`config.mk`:
```
export PLATFORM = sky130hd
export DESIGN_NAME = benes_cfg_sequencer
export DESIGN_NICKNAME = d
export VERILOG_FILES = /design/src/rtl/benes_cfg_sequencer.sv
export SDC_FILE = /design/constraint.sdc
export NUM_CORES = 1
export LEC_CHECK = 0
export ABC_AREA = 0
export CORE_MARGIN = 3
export CORE_UTILIZATION = 58
export CTS_CLUSTER_SIZE = 10
export DETAILED_ROUTE_END_ITERATION = 10
export GPL_TIMING_DRIVEN = 0
export PLACE_DENSITY = 0.79
export SETUP_SLACK_MARGIN = 0.02
export SYNTH_ARGS = -nofsm -noshare
export SYNTH_HDL_FRONTEND = slang
export SYNTH_SLANG_ARGS = --single-unit
```
`constraint.sdc`:
```
create_clock -name clk -period 4.75 [get_ports clk]
set_clock_uncertainty 0.1 [all_clocks]
set_input_delay 0.7125 -clock clk [delete_from_list [all_inputs] [get_ports clk]]
set_output_delay 0.7125 -clock clk [all_outputs]
set_load 0.02 [all_outputs]
```
`src/rtl/benes_cfg_sequencer.sv`:
```
// ----------------------------------------------------------------------------
// benes_cfg_sequencer
//
// Steps a Benes network through a programmed list of permutations. A small
// table holds one permutation word per entry (one switch_set bit per 2x2
// switch, stage s at bits [s*SWITCH_NUM +: SWITCH_NUM]). On start the
// sequencer applies entries 0..last_idx in order, holding each one on
// switch_selection for dwell+1 cycles with cfg_valid high, and drops
// cfg_valid for exactly one cycle (LOAD) between entries.
//
// Optional feature: define BENES_CFG_LOOP_EN to make the program repeat
// (idx wraps to 0 after last_idx, done pulses on every wrap) until stop.
// Without the macro the program runs once and finishes through DONE.
//
// Ports
//   clk              in   single clock, rising edge
//   rst_n            in   asynchronous active-low reset
//   wr_en            in   table write strobe (accepted in IDLE/DONE only)
//   wr_addr          in   table write index
//   wr_data          in   permutation word to store
//   last_idx         in   index of final entry (captured at start)
//   dwell            in   per-entry hold length minus one (captured at start)
//   start            in   begin program (IDLE only)
//   stop             in   abort program (LOAD/HOLD); wins over start in IDLE
//   busy             out  high while in LOAD or HOLD
//   done             out  one-cycle completion pulse
//   wr_err           out  one-cycle pulse for a write dropped while busy
//   switch_selection out  per-stage switch_set vectors to the network
//   cfg_valid        out  switch_selection holds a live entry
//   cur_idx          out  index of the entry on switch_selection
// ----------------------------------------------------------------------------
module benes_cfg_sequencer #(
    parameter int SIZE       = 8,
    parameter int STAGE_NUM  = 5,
    parameter int SWITCH_NUM = 4,
    parameter int DEPTH      = 8,
    parameter int DWELL_W    = 8,
    localparam int IDX_W     = (DEPTH > 1) ? $clog2(DEPTH) : 1,
    localparam int WORD_W    = STAGE_NUM * SWITCH_NUM
) (
    input  logic                  clk,
    input  logic                  rst_n,
    input  logic                  wr_en,
    input  logic [IDX_W-1:0]      wr_addr,
    input  logic [WORD_W-1:0]     wr_data,
    input  logic [IDX_W-1:0]      last_idx,
    input  logic [DWELL_W-1:0]    dwell,
    input  logic                  start,
    input  logic                  stop,
    output logic                  busy,
    output logic                  done,
    output logic                  wr_err,
    output logic [SWITCH_NUM-1:0] switch_selection [0:STAGE_NUM-1],
    output logic                  cfg_valid,
    output logic [IDX_W-1:0]      cur_idx
);

    // Catch a mis-sized instantiation at elaboration rather than in the lab.
    generate
        if ((SWITCH_NUM != SIZE / 2) ||
            (STAGE_NUM != 2 * $clog2(SIZE) - 1) ||
            (DEPTH != (1 << IDX_W))) begin : g_param_check
            $error("benes_cfg_sequencer: inconsistent SIZE/STAGE_NUM/SWITCH_NUM/DEPTH");
        end
    endgenerate

    typedef enum logic [1:0] {
        IDLE = 2'd0,
        LOAD = 2'd1,
        HOLD = 2'd2,
        DONE = 2'd3
    } state_t;

    state_t               state_q,     state_d;
    logic [IDX_W-1:0]     idx_q,       idx_d;
    logic [DWELL_W-1:0]   cnt_q,       cnt_d;
    logic [IDX_W-1:0]     last_cap_q,  last_cap_d;
    logic [DWELL_W-1:0]   dwell_cap_q, dwell_cap_d;
    logic [WORD_W-1:0]    sel_q,       sel_d;
    logic [IDX_W-1:0]     cur_idx_q,   cur_idx_d;
    logic                 cfg_valid_q, cfg_valid_d;
    logic                 busy_q,      busy_d;
    logic                 done_q,      done_d;
    logic                 wr_err_q,    wr_err_d;
    logic [WORD_W-1:0]    table_q [DEPTH];
    logic [WORD_W-1:0]    table_d [DEPTH];

    // The table is frozen while a program runs so the entry sequence seen
    // by the network always matches what was loaded before start.
    logic running;
    assign running = (state_q == LOAD) || (state_q == HOLD);

    // ------------------------------------------------------------------
    // Next-state and output logic
    // ------------------------------------------------------------------
    always_comb begin
        state_d     = state_q;
        idx_d       = idx_q;
        cnt_d       = cnt_q;
        last_cap_d  = last_cap_q;
        dwell_cap_d = dwell_cap_q;
        sel_d       = sel_q;
        cur_idx_d   = cur_idx_q;
        cfg_valid_d = 1'b0;
        busy_d      = 1'b0;
        done_d      = 1'b0;
        wr_err_d    = wr_en && running;

        for (int i = 0; i < DEPTH; i++) begin
            table_d[i] = table_q[i];
        end
        if (wr_en && !running) begin
            table_d[wr_addr] = wr_data;
        end

        case (state_q)
            IDLE: begin
                // stop has priority so a simultaneous start/stop is a no-op.
                if (start && !stop) begin
                    state_d     = LOAD;
                    idx_d       = '0;
                    last_cap_d  = last_idx;
                    dwell_cap_d = dwell;
                    busy_d      = 1'b1;
                end
            end

            LOAD: begin
                if (stop) begin
                    state_d = IDLE;
                end else begin
                    state_d     = HOLD;
                    sel_d       = table_q[idx_q];
                    cur_idx_d   = idx_q;
                    cnt_d       = dwell_cap_q;
                    cfg_valid_d = 1'b1;
                    busy_d      = 1'b1;
                end
            end

            HOLD: begin
                if (stop) begin
                    state_d = IDLE;
                end else if (cnt_q != '0) begin
                    cnt_d       = cnt_q - DWELL_W'(1);
                    cfg_valid_d = 1'b1;
                    busy_d      = 1'b1;
                end else if (idx_q < last_cap_q) begin
                    // idx only advances below last_cap_q, so it can never
                    // run past DEPTH-1.
                    state_d = LOAD;
                    idx_d   = idx_q + IDX_W'(1);
                    busy_d  = 1'b1;
                end else begin
`ifdef BENES_CFG_LOOP_EN
                    // Wrap straight back to entry 0; done marks each pass.
                    state_d = LOAD;
                    idx_d   = '0;
                    busy_d  = 1'b1;
                    done_d  = 1'b1;
`else
                    state_d = DONE;
                    done_d  = 1'b1;
`endif
                end
            end

            DONE: begin
                // start is deliberately ignored here; it is only seen in IDLE.
                state_d = IDLE;
            end

            default: begin
                state_d = IDLE;
            end
        endcase
    end

    // ------------------------------------------------------------------
    // State and output registers
    // ------------------------------------------------------------------
    always_ff @(posedge clk or negedge rst_n) begin
        if (!rst_n) begin
            state_q     <= IDLE;
            idx_q       <= '0;
            cnt_q       <= '0;
            last_cap_q  <= '0;
            dwell_cap_q <= '0;
            sel_q       <= '0;
            cur_idx_q   <= '0;
            cfg_valid_q <= 1'b0;
            busy_q      <= 1'b0;
            done_q      <= 1'b0;
            wr_err_q    <= 1'b0;
            for (int i = 0; i < DEPTH; i++) begin
                table_q[i] <= '0;
            end
        end else begin
            state_q     <= state_d;
            idx_q       <= idx_d;
            cnt_q       <= cnt_d;
            last_cap_q  <= last_cap_d;
            dwell_cap_q <= dwell_cap_d;
            sel_q       <= sel_d;
            cur_idx_q   <= cur_idx_d;
            cfg_valid_q <= cfg_valid_d;
            busy_q      <= busy_d;
            done_q      <= done_d;
            wr_err_q    <= wr_err_d;
            for (int i = 0; i < DEPTH; i++) begin
                table_q[i] <= table_d[i];
            end
        end
    end

    // ------------------------------------------------------------------
    // Outputs
    // ------------------------------------------------------------------
    assign busy      = busy_q;
    assign done      = done_q;
    assign wr_err    = wr_err_q;
    assign cfg_valid = cfg_valid_q;
    assign cur_idx   = cur_idx_q;

    // Split the stored permutation word into one switch_set vector per stage.
    generate
        for (genvar gi = 0; gi < STAGE_NUM; gi++) begin : g_stage_out
            assign switch_selection[gi] = sel_q[gi*SWITCH_NUM +: SWITCH_NUM];
        end
    endgenerate

endmodule

```
Fig. 1: metal 1
Bar = 50 µm. Cells faint in the background.
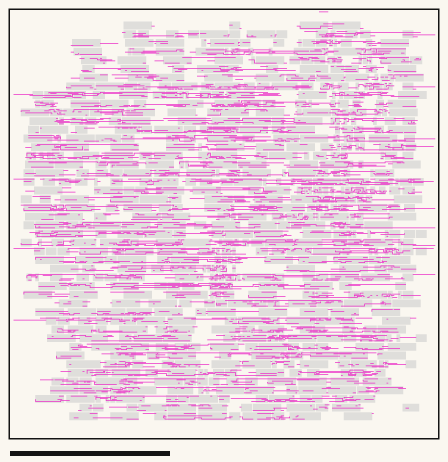
- longest straight run: 56.6 µm
- main direction: horizontal
- share of all routed wire: 41%
- wire length on this layer: 8610 µm
met1 global-route usage: 31.2%
vias after detailed routing: 5800
Routed WL: 20.9 mm

Fig. 2: metal 2
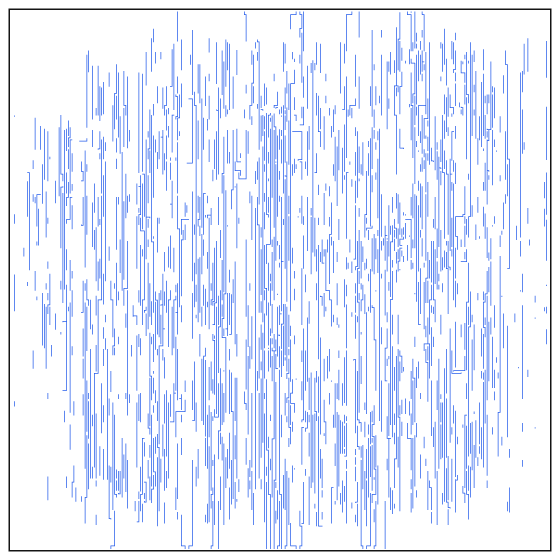
- main direction: vertical
- nets with wire on the layer: 726

==> run notes <==
Implementation results

The number of antenna violations at the first check in global routing is 0. At floorplan, the net count of the design was reported as 700. Entering global routing, the biggest net connects ~120 pins.

The total die size is roughly 18000 µm². The post-synthesis share of cell area spent on xor and xnor gates is 0%. The minimum clock period after layout is 2500 ps. The Yosys step of the flow raised 0 warnings. The estimated wirelength of the detail-placed design is ~14 mm.

The launch point of the critical path was reported as state_q[0]$_DFFE_PN0P_. After the flow finishes, the layout carries non-filler instances totaling between 900 and 1000. The signal arrival time at the worst endpoint is around 2800 ps.

The synthesis report gives the async set-or-reset register share as 100%. The routed length on met2 is around 11 mm. For reference, the post-synthesis area per instance comes to 14.6 µm². The number of DRC markers in iteration 0 is approximately 370.

The worst setup path endpoint is table_q[37]$_DFFE_PN0P_. The cell total in the yosys stat output is between 600 and 700. The worst setup path is captured at a register.

The depth of the CTS H-tree is 1. The yosys stat chip area is roughly 9500 µm². For the worst setup path, the data required time is between 5000 and 6000 ps.

The longest individual stage delay on the worst path is around 600 ps. The routability-driven placement congestion ratio is 0.832. The worst pin sits at a relative slew slack of a little under two fifths. After the last flow step, the layout net total stands at between 700 and 800. Among the non-sequential cells, multiplexers take the most area. The slew at the pin closest to its max-slew limit is between 900 and 1000 ps. The TritonCTS buffer count is 25. Ranked by total cell area, the synthesized netlist is headed by sky130_fd_sc_hd__dfrtp_1, sky130_fd_sc_hd__mux2_2, sky130_fd_sc_hd__mux4_2.

The portion of netlist area occupied by mux cells is around 32%. Fill cells in the final layout number 1074. The flow ran to the end, and the final reports show no timing, DRC or antenna violations.

The count of TritonRoute iterations in the first routing pass is 4. The kind of cell adding the most delay to the critical path is buffers and inverters. The instance tally after logic synthesis is about 650. The final critical-path setup slack is about 2300 ps. The period utilization is approximately 53%. The total buffers and inverters traversed by the critical path is 2. Warnings raised by the tools during the run amount to 34. The total DRC errors in the routed layout is 0. The kind of launch point of the worst setup path is a register. Of the cells placed in the final design, the portion with a size suffix greater than 1 is between 30% and 40%.

Of the total synthesized cell area, the portion taken by full adders, half adders and majority gates is ~1.3%. The maximum VDD drop is ~0.37 mV. The synthesis stats list as the most numerous cell sky130_fd_sc_hd__dfrtp_1. The script computed a power per unit cell area of about 630 nW/µm². The number of vias per cell is 6.01. The flow reports an fmax of 400 MHz.

The end of the worst register-to-register path is table_q[37]$_DFFE_PN0P_. The clock-pin slew on the worst setup and hold paths is approximately 60 ps. Global routing used about a quarter of the available tracks across all layers. Setup slack on the worst reg-to-reg path comes out at about 2300 ps. During placement, the flow inserted port buffers numbering about 64. Yosys mapped the design onto 51 distinct sky130hd cell types. The width of the die is 134 µm. Gates resized during post-CTS repair numbered 0. The clock latency reported for the late side of the worst-skew pair is 530 ps.

Setup repair after global routing left no endpoint under its margin. The die is approximately 130 µm tall. The slowest stage cell on the critical path is sky130_fd_sc_hd__clkbuf_1. The initial utilization of the core area, before any placement, comes to approximately three fifths.

In the final report, the number of endpoints failing setup comes to 0. In this run, synthesis produced a sequential element count of 211. The simple-gate share of the synthesized area is under 10%. Across the whole layout, storage elements account for between 5000 and 6000 µm². The part of the Yosys area used for sequential elements is a little under three fifths.

The final hold violation count recorded for this run is 0. The leading area contributor after synthesis is sky130_fd_sc_hd__dfrtp_1. The layout-stage area growth over the synthesis result is 17.2%. In the synthesized netlist, the cells that appear most often are sky130_fd_sc_hd__dfrtp_1, sky130_fd_sc_hd__mux2_2, sky130_fd_sc_hd__nand2_1, sky130_fd_sc_hd__mux4_2, sky130_fd_sc_hd__mux2i_1. The kind of critical path is register to register.

The type of the most critical hold path is input pin to async pin. The maximum fanout encountered on the critical timing path is 10. Prior to clock tree synthesis, the placed netlist has a worst setup slack of about 1800 ps. Walking the critical path from launch to capture passes 6 cell instances.

The worst hold margin is roughly 120 ps. Wire segments on met3 add up to around 1.1 mm in the final route. Detailed placement reports a standard cell area of 10500 µm². Per the run summary, max-cap violations total 0. Among all flip-flop cells after synthesis, the most frequent one is sky130_fd_sc_hd__dfrtp_1. The floorplan step defined a core boundary enclosing about 16000 µm². The clock drives 211 sinks.

The detailed router put a total of between 8 and 9 mm of wire on met1. After global routing the overflow that remains totals 0. The count of hold buffers inserted by post-cts repair is 0.

TritonRoute output was used to compute an average wire per cell of ~22 µm. In the final layout, the multi-input gates occupy between 4000 and 5000 µm². The floorplan report gives the top-level pin count as 66. The first-pass GRT wire length is between 30 and 40 mm. Logic depth along the worst register-to-register path is recorded as 6. The TritonCTS clock tree is done.

The overall power consumption is just over 0.007 W. The via count of the first global-routing pass is between 6000 and 7000. Measured on the finished design, the core utilization comes to ~70%.

Traced cell by cell, the critical path runs through inv_1 > ha_1 > nand2b_1 > nor3_1 > clkbuf_1 > mux2_2. Per the synthesis report, the single largest cell type by area occupies a little under three fifths of cell area. The master cell of the clock root buffer is sky130_fd_sc_hd__clkbuf_16. In this run the remaining antenna-violating nets after routing total 0. Per the synthesis report, the AND-OR/OR-AND share of the synthesized area is between 3 and 4%. Once layout is done, the placed cells without fillers occupy 11200 µm². The number of buffers inserted by post-CTS setup repair is 0. Signal routing reaches up to met4. After detailed placement, the design holds a cell count of 932. Counting along the longest clock path gives a buffer depth of 3. In this run the critical register-to-register path is launched from state_q[0]$_DFFE_PN0P_. In this run the core area contains approximately 46 standard-cell rows. The count of flip-flops with a built-in enable after synthesis is 0. After synthesis the cells add up to 9510 µm². For this design the static power due to leakage is 4.64 nW.

Adding up every negative setup slack in the final design gives 0 ps. The number of slew-limit violations in the final report is 0.
-- cells by family (layout without fill, tap and decap cells) --
family	after synthesis	count (layout)
other	0	1
AND-OR/OR-AND	57	57
adder cells (fa/ha/maj)	10	10
flip-flops	211	211
AND/OR/NAND/NOR	89	89
buffers and inverters	48	145
multiplexers	236	236
-- power breakdown --
group          internal [W]  switching (W)
Clock               0.00100       0.000687
Combinational       0.00127       0.000973
Sequential          0.00266       0.000471
-- final cells by class --
class / instances / share of cell area (%)
sequential: 211 / 47.3
buffer: 40 / 1.51
antenna: 1 / 0.0224
clock buffer: 30 / 5.78
multi-input combinational: 392 / 36.2
clock inverter: 2 / 0.449
tap: 216 / 2.42
inverter: 8 / 0.269
timing repair buffer: 65 / 6.03
-- per-layer routing --
layer | up-vias | track usage [%]
met5 | - | 0
met4 | 0 | 7.01
met3 | 40 | 4.39
met2 | 160 | 42.2
met1 | 3030 | 31.2
li1 | 2570 | -
-- worst reg2reg max path, cell delays in order, from the launching register on --
cell,delay [ps]
sky130_fd_sc_hd__dfrtp_1,380
sky130_fd_sc_hd__inv_1,100
sky130_fd_sc_hd__ha_1,400
sky130_fd_sc_hd__nand2b_1,200
sky130_fd_sc_hd__nor3_1,200
sky130_fd_sc_hd__clkbuf_1,600
sky130_fd_sc_hd__mux2_2,410
-- sequential cells by signal (all words and copies together), names as in the netlist --
name	flops
cur_idx	3
sel_q	20
busy	1
last_cap_q	3
wr_err	1
cnt_q	8
state_q	2
idx_q	3
dwell_cap_q	8
cfg_valid	1
table_q	160
done	1
-- placed cells by master, fill, tap and decap left out, types with 2 or more instances in the layout --
| cell type | n |
|---|---|
| sky130_fd_sc_hd__o21ai_1 | 18 |
| sky130_fd_sc_hd__dfrtp_1 | 211 |
| sky130_fd_sc_hd__a31oi_1 | 2 |
| sky130_fd_sc_hd__inv_1 | 7 |
| sky130_fd_sc_hd__buf_2 | 15 |
| sky130_fd_sc_hd__clkbuf_16 | 25 |
| sky130_fd_sc_hd__mux4_2 | 40 |
| sky130_fd_sc_hd__a211oi_1 | 2 |
| sky130_fd_sc_hd__buf_1 | 4 |
| sky130_fd_sc_hd__and2_1 | 2 |
| sky130_fd_sc_hd__clkbuf_1 | 26 |
| sky130_fd_sc_hd__a21oi_1 | 5 |
| sky130_fd_sc_hd__o21ai_0 | 10 |
| sky130_fd_sc_hd__ha_1 | 10 |
| sky130_fd_sc_hd__nand2_1 | 47 |
| sky130_fd_sc_hd__clkdlybuf4s50_1 | 63 |
| sky130_fd_sc_hd__or2_2 | 2 |
| sky130_fd_sc_hd__mux2i_1 | 24 |
| sky130_fd_sc_hd__nor3_1 | 4 |
| sky130_fd_sc_hd__o22ai_1 | 3 |
| sky130_fd_sc_hd__o211ai_1 | 3 |
| sky130_fd_sc_hd__o22a_1 | 2 |
| sky130_fd_sc_hd__a311o_1 | 2 |
| sky130_fd_sc_hd__nand2b_1 | 3 |
| sky130_fd_sc_hd__nor2b_1 | 5 |
| sky130_fd_sc_hd__or3_1 | 2 |
| sky130_fd_sc_hd__mux2_2 | 172 |
| sky130_fd_sc_hd__nor2_1 | 5 |
| sky130_fd_sc_hd__nand3_1 | 6 |
No activity file was given, so power comes from the tool's default toggle rates.
